[src/rtl/fft_pkg.sv]
// Shared definitions for the radix-2 DIT FFT butterfly scheduler and butterfly unit.
package fft_pkg;

    localparam int FFT_LOG2N  = 4;
    localparam int FFT_ADDR_W = FFT_LOG2N;
    localparam int FFT_TW_W   = FFT_LOG2N - 1;
    localparam int FFT_STG_W  = (FFT_LOG2N > 1) ? $clog2(FFT_LOG2N) : 1;

    typedef enum logic [1:0] {
        IDLE,
        ISSUE,
        DRAIN,
        DONE
    } state_t;

    // One butterfly request as carried from the scheduler to the butterfly unit.
    typedef struct packed {
        logic [FFT_ADDR_W-1:0] top;
        logic [FFT_ADDR_W-1:0] bot;
        logic [FFT_TW_W-1:0]   tw;
        logic [FFT_STG_W-1:0]  stage;
        logic                  last;
    } bfly_req_t;

endpackage

[src/rtl/fft_bfly_sched_if.sv]
// Butterfly request/completion channel between the scheduler and the butterfly unit.
interface fft_bfly_sched_if #(
    parameter int ADDR_W = 4,
    parameter int TW_W   = 3,
    parameter int STG_W  = 2
);

    logic              bf_valid;
    logic              bf_ready;
    logic [ADDR_W-1:0] bf_top;
    logic [ADDR_W-1:0] bf_bot;
    logic [TW_W-1:0]   bf_tw;
    logic [STG_W-1:0]  bf_stage;
    logic              bf_last;
    logic              cmp_valid;

    modport master (
        output bf_valid, bf_top, bf_bot, bf_tw, bf_stage, bf_last,
        input  bf_ready, cmp_valid
    );

    modport slave (
        input  bf_valid, bf_top, bf_bot, bf_tw, bf_stage, bf_last,
        output bf_ready, cmp_valid
    );

endinterface

[src/rtl/fft_bfly_addr_gen.sv]
// Maps (stage s, butterfly k) to operand indices, twiddle index and last-of-stage flag.
module fft_bfly_addr_gen #(
    parameter int LOG2N  = 4,
    parameter int ADDR_W = LOG2N,
    parameter int TW_W   = LOG2N - 1,
    parameter int STG_W  = 2
) (
    input  logic [STG_W-1:0]  s,
    input  logic [TW_W-1:0]   k,
    output logic [ADDR_W-1:0] top,
    output logic [ADDR_W-1:0] bot,
    output logic [TW_W-1:0]   tw,
    output logic              last
);

    localparam logic [TW_W-1:0] K_LAST = TW_W'((1 << (LOG2N - 1)) - 1);

    logic [ADDR_W-1:0] kw;
    logic [ADDR_W-1:0] half;
    logic [ADDR_W-1:0] low;

    // Group index k>>s is spread by 2*half; the position inside the group stays in place.
    always_comb begin
        kw   = ADDR_W'(k);
        half = ADDR_W'(1) << s;
        low  = kw & (half - ADDR_W'(1));
        top  = (((kw >> s) << 1) << s) | low;
        bot  = top + half;
        tw   = TW_W'(low << (LOG2N - 1 - int'(s)));
        last = (k == K_LAST);
    end

endmodule

[src/rtl/fft_bfly_sched.sv]
// Stage-by-stage butterfly issue sequencer with in-flight throttling and a stage barrier.
module fft_bfly_sched
    import fft_pkg::*;
#(
    parameter int LOG2N   = FFT_LOG2N,
    parameter int MAX_OUT = 4,
    parameter int ADDR_W  = LOG2N,
    parameter int TW_W    = LOG2N - 1
) (
    input  logic             Clock,
    input  logic             Areset,
    input  logic             start,
    output logic             busy,
    output logic             done,
    output logic             cmp_err,
    fft_bfly_sched_if.master bf
);

    localparam int STG_W = (LOG2N > 1) ? $clog2(LOG2N) : 1;
    localparam int CNT_W = $clog2(MAX_OUT + 1);

    localparam logic [TW_W-1:0]  K_LAST  = TW_W'((1 << (LOG2N - 1)) - 1);
    localparam logic [STG_W-1:0] S_LAST  = STG_W'(LOG2N - 1);
    localparam logic [CNT_W-1:0] CNT_MAX = CNT_W'(MAX_OUT);

    state_t            state;
    logic [STG_W-1:0]  s;
    logic [TW_W-1:0]   k;
    logic [CNT_W-1:0]  count;
    logic [CNT_W-1:0]  count_next;
    logic              issuing;
    logic              xfer;
    logic              retire;
    logic [ADDR_W-1:0] top;
    logic [ADDR_W-1:0] bot;
    logic [TW_W-1:0]   tw;
    logic              last;

    fft_bfly_addr_gen #(
        .LOG2N (LOG2N),
        .ADDR_W(ADDR_W),
        .TW_W  (TW_W),
        .STG_W (STG_W)
    ) u_addr_gen (
        .s   (s),
        .k   (k),
        .top (top),
        .bot (bot),
        .tw  (tw),
        .last(last)
    );

    assign issuing = (state == ISSUE);
    assign xfer    = bf.bf_valid && bf.bf_ready;
    assign retire  = bf.cmp_valid && (count != '0);

    // Payload is forced to zero outside ISSUE so an idle or reset scheduler shows all-zero outputs.
    assign bf.bf_valid = issuing && (count < CNT_MAX);
    assign bf.bf_top   = issuing ? top : '0;
    assign bf.bf_bot   = issuing ? bot : '0;
    assign bf.bf_tw    = issuing ? tw : '0;
    assign bf.bf_stage = issuing ? s : '0;
    assign bf.bf_last  = issuing && last;

    assign busy = (state != IDLE);
    assign done = (state == DONE);

    always_comb begin
        count_next = count;
        if (xfer && !retire) begin
            count_next = count + CNT_W'(1);
        end else if (!xfer && retire) begin
            count_next = count - CNT_W'(1);
        end
    end

    always_ff @(posedge Clock) begin
        if (!Areset) begin
            state   <= IDLE;
            s       <= '0;
            k       <= '0;
            count   <= '0;
            cmp_err <= 1'b0;
        end else begin
            count <= count_next;
            if (bf.cmp_valid && (count == '0)) begin
                cmp_err <= 1'b1;
            end else if ((state == IDLE) && start) begin
                cmp_err <= 1'b0;
            end

            case (state)
                IDLE: begin
                    if (start) begin
                        state <= ISSUE;
                        s     <= '0;
                        k     <= '0;
                    end
                end
                ISSUE: begin
                    if (xfer) begin
                        if (k == K_LAST) begin
                            state <= DRAIN;
                        end else begin
                            k <= k + 1'b1;
                        end
                    end
                end
                // The next stage may only start once every outstanding butterfly has written back.
                DRAIN: begin
                    if (count_next == '0) begin
                        if (s == S_LAST) begin
                            state <= DONE;
                        end else begin
                            s     <= s + 1'b1;
                            k     <= '0;
                            state <= ISSUE;
                        end
                    end
                end
                DONE: begin
                    state <= IDLE;
                end
                default: begin
                    state <= IDLE;
                end
            endcase
        end
    end

endmodule

[src/flat_wrapper.sv]
// flat-port wrapper written by rule: the top's interface ports become plain ports
module fft_bfly_sched_flat import fft_pkg::*;
#(
    parameter int LOG2N   = FFT_LOG2N,
    parameter int MAX_OUT = 4,
    parameter int ADDR_W  = LOG2N,
    parameter int TW_W    = LOG2N - 1
)
  (Clock, Areset, start, busy, done, cmp_err, bf_bf_valid, bf_bf_top, bf_bf_bot, bf_bf_tw, bf_bf_stage, bf_bf_last, bf_bf_ready, bf_cmp_valid);
  fft_bfly_sched_if #(.ADDR_W(ADDR_W), .TW_W(TW_W), .STG_W(FFT_STG_W)) bf_i ();
  input  logic Clock;
  input  logic Areset;
  input  logic start;
  output logic busy;
  output logic done;
  output logic cmp_err;
  output wire logic [$bits(bf_i.bf_valid)-1:0] bf_bf_valid;
  output wire logic [$bits(bf_i.bf_top)-1:0] bf_bf_top;
  output wire logic [$bits(bf_i.bf_bot)-1:0] bf_bf_bot;
  output wire logic [$bits(bf_i.bf_tw)-1:0] bf_bf_tw;
  output wire logic [$bits(bf_i.bf_stage)-1:0] bf_bf_stage;
  output wire logic [$bits(bf_i.bf_last)-1:0] bf_bf_last;
  input wire logic [$bits(bf_i.bf_ready)-1:0] bf_bf_ready;
  input wire logic [$bits(bf_i.cmp_valid)-1:0] bf_cmp_valid;
  assign bf_bf_valid = bf_i.bf_valid;
  assign bf_bf_top = bf_i.bf_top;
  assign bf_bf_bot = bf_i.bf_bot;
  assign bf_bf_tw = bf_i.bf_tw;
  assign bf_bf_stage = bf_i.bf_stage;
  assign bf_bf_last = bf_i.bf_last;
  assign bf_i.bf_ready = bf_bf_ready;
  assign bf_i.cmp_valid = bf_cmp_valid;
  fft_bfly_sched #(.LOG2N(LOG2N), .MAX_OUT(MAX_OUT), .ADDR_W(ADDR_W), .TW_W(TW_W)) u_core (.Clock(Clock), .Areset(Areset), .start(start), .busy(busy), .done(done), .cmp_err(cmp_err), .bf(bf_i));
endmodule
[config.mk]
export PLATFORM = sky130hd
export DESIGN_NAME = fft_bfly_sched_flat
export DESIGN_NICKNAME = d
export VERILOG_FILES = /design/src/rtl/fft_pkg.sv /design/src/rtl/fft_bfly_sched_if.sv /design/src/rtl/fft_bfly_addr_gen.sv /design/src/rtl/fft_bfly_sched.sv /design/src/flat_wrapper.sv
export SDC_FILE = /design/constraint.sdc
export NUM_CORES = 1
export LEC_CHECK = 0
export ABC_AREA = 1
export CORE_MARGIN = 8
export CORE_UTILIZATION = 52
export CTS_CLUSTER_DIAMETER = 80
export CTS_CLUSTER_SIZE = 24
export DETAILED_ROUTE_END_ITERATION = 16
export MAX_ROUTING_LAYER = met4
export PLACE_DENSITY = 0.83
export SYNTH_ARGS = -nofsm -noshare
export SYNTH_HDL_FRONTEND = slang
export SYNTH_SLANG_ARGS = --single-unit
[constraint.sdc]
create_clock -name Clock -period 4.6 [get_ports Clock]
set_input_delay 1.15 -clock Clock [delete_from_list [all_inputs] [get_ports Clock]]
set_output_delay 1.15 -clock Clock [all_outputs]
set_load 0.1 [all_outputs]
==> deck_impl_summary.md <==
Flow Results at a Glance

Run status
  • Status: completed

Place
  • Input/output buffers: 22
  • Final weighted congestion in routability-driven placement: 0.951
  • Final HPWL from detailed placement: 1950 µm
  • Placed Instances: slightly below 200
  • Placement Setup Slack: 1210 ps

Timing
  • Max-slew violation count: 0
  • Final number of hold-violating endpoints: 0
  • Time the worst path needs with I/O delays and setup: between 3000 and 4000 ps
  • Peak Freq: about 270 MHz
  • Worst-Margin Slew: 979 ps
  • Clk_skew: between 4 and 5 ps

Global routing
  • First-pass GRT wire length: 4150 µm
  • Maximum number of pins on one net before global-route repair: 17

Synthesis
  • Most area-hungry cell type in the Yosys netlist: sky130_fd_sc_hd__dfxtp_1
  • Post-synthesis cell type with the largest instance count: sky130_fd_sc_hd__nand2_1
  • Chip area estimate from yosys synthesis: around 970 µm²
  • Synth async-reset ratio: 0
  • Post-synth seq share: 0.228
  • Commonest cells in the netlist: sky130_fd_sc_hd__nand2_1 (40), sky130_fd_sc_hd__nor2_1 (24), sky130_fd_sc_hd__inv_1 (20), sky130_fd_sc_hd__a21oi_1 (12)
  • Average cell area after synthesis: roughly 6.4 µm²
  • Post-synth area hogs: sky130_fd_sc_hd__dfxtp_1 (23%), sky130_fd_sc_hd__nand2_1 (16%), sky130_fd_sc_hd__ha_1 (14%), sky130_fd_sc_hd__nor2_1 (9.3%), sky130_fd_sc_hd__inv_1 (7.8%)

Clock tree
  • Longest Clk Path Bufs: 2
  • Post-CTS clock slew at the launch and capture registers of the worst setup and hold paths: 70 ps
  • Number of setup buffers added after CTS: 0
  • TritonCTS Sinks: 11
  • TritonCTS clock tree: yes

Finish
  • Footprint of the flip-flops and latches: 220 µm²
  • Most numerous logic cell after layout: sky130_fd_sc_hd__nand2_1
  • Layout cells sized above 1: 0.130
  • Cell area after layout: about 1200 µm²
  • Area of the multi-input gates: between 600 and 700 µm²

Job
  • Tally of OpenROAD warnings: 32

Hold path
  • Class of the most critical hold timing path: reg2reg

Worst setup path
  • Top fanout value on the critical path: 7
  • Required time at the worst-slack endpoint: about 3500 ps

Routing
  • Number of vias per cell after detailed routing: approximately 5.1
  • Initial detailed-routing violation count: 35
sequential cells by signal, summed over array words and instances, names as in the netlist:
signal,flops
u_core.k,3
u_core.count,3
u_core.cmp_err,1
u_core.s,2
u_core.state,2
report_power, final:
group / internal, mW / switching (mW)
Combinational: 0.185 / 0.512
Sequential: 0.128 / 0.0415
Clock: 0.0337 / 0.0371
layer usage:
metal | share of wire | global-route usage | wire length [µm]
met1 | 0.44 | 0.167 | 1060
met2 | 0.50 | 0.257 | 1210
met3 | 0.048 | 0.0390 | 116
met4 | 0.016 | 0.0683 | 38
met5 | 0 | - | 0
area by class of cell:
cell class                      count  share of cell area
Inverter                           21              0.0641
Tap cell                           25              0.0254
Clock buffer                        4              0.0214
Sequential cell                    11               0.179
Timing Repair Buffer               22               0.163
Multi-Input combinational cell    119               0.547
logic make-up after synthesis:
family	Yosys count	synth area share
flops	11	0.228
compound gates	16	0.0868
xor+xnor	3	0.0272
buf+inv	22	0.0855
fa+ha+maj	12	0.163
other cells	1	0.00388
simple gates	87	0.405
final timing paths:
path,end,cells past startpoint,slack (ps)
worst max-delay path,bf_bf_bot[2],10,880
worst min-delay path,u_core.cmp_err,2,470
worst max register to register,u_core.k[0],14,2700
worst min register to register,u_core.cmp_err,2,470
worst max-delay path, cell delays in order (launching register included):
cell,delay [ps]
sky130_fd_sc_hd__dfxtp_1,460
sky130_fd_sc_hd__inv_1,190
sky130_fd_sc_hd__ha_1,260
sky130_fd_sc_hd__nand2_1,70
sky130_fd_sc_hd__nand3_1,150
sky130_fd_sc_hd__nand2_1,130
sky130_fd_sc_hd__inv_1,70
sky130_fd_sc_hd__fa_1,400
sky130_fd_sc_hd__xor2_1,160
sky130_fd_sc_hd__nor2_1,90
sky130_fd_sc_hd__buf_4,300
**Clock network drawn from the DEF**

Scale: 6 px per µm.
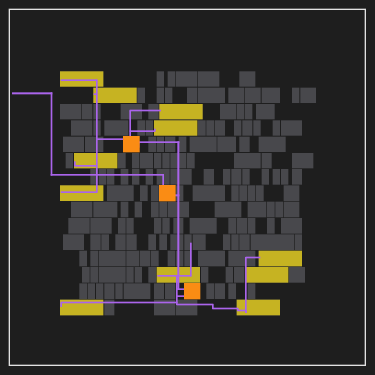
flip-flops: marked yellow, count 11. cells driving clock nets: marked orange, count 3. clock wires: marked purple, length 196 µm.
There are 4 routed clock nets.

**Cell density map**

Scale: 6 px per µm. 12 x 12 tiles, from white (low) to dark blue (high), 0 to 100% covered.
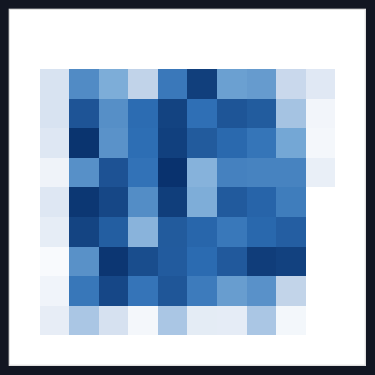
23% of the tiles are over 75% full. The fullest tile reaches 99%. The emptiest ninth of the die: upper right. 41% of the tiles are nearly empty.
placeable core region: 1750 µm²
post-layout utilization of the core: 0.705
floorplan-stage core utilization: 0.553

**The clock network**

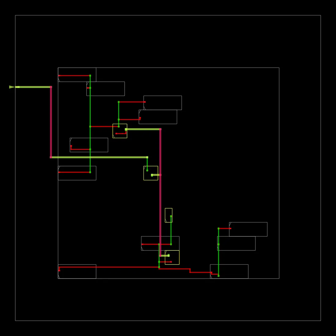
power drawn by the clock network: 0.0708 mW
count of flip-flops and latches: 11

**M1 wires**

Scale: 4 px per µm. Supply wires on this layer in grey.
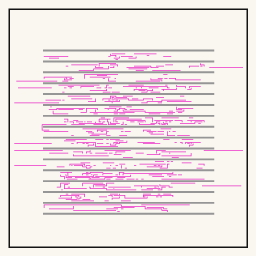
The layer carries 1060 µm of wire. 175 nets have wire on it. The longest straight run is 19.3 µm.
GR met1 Demand/Resource: 0.167
Vias: 1024
Post-Route WL: 2420 µm

**The metal 3 layer**

Scale: 8 px per µm. Cells faint in the background.
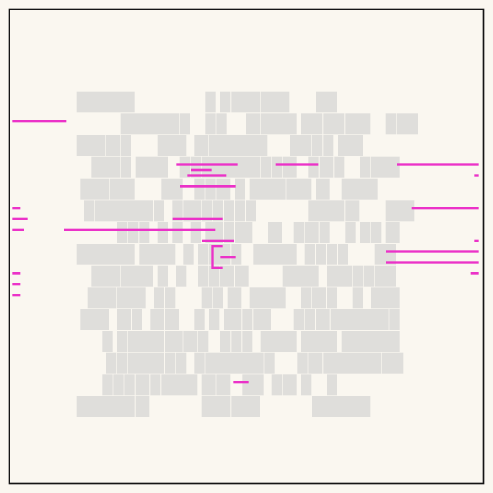
22 nets have wire on it. The longest straight run is 18.6 µm. The layer holds 4.8% of the routed length. The wires run mostly horizontal.

Power and IR drop assume default switching activity.
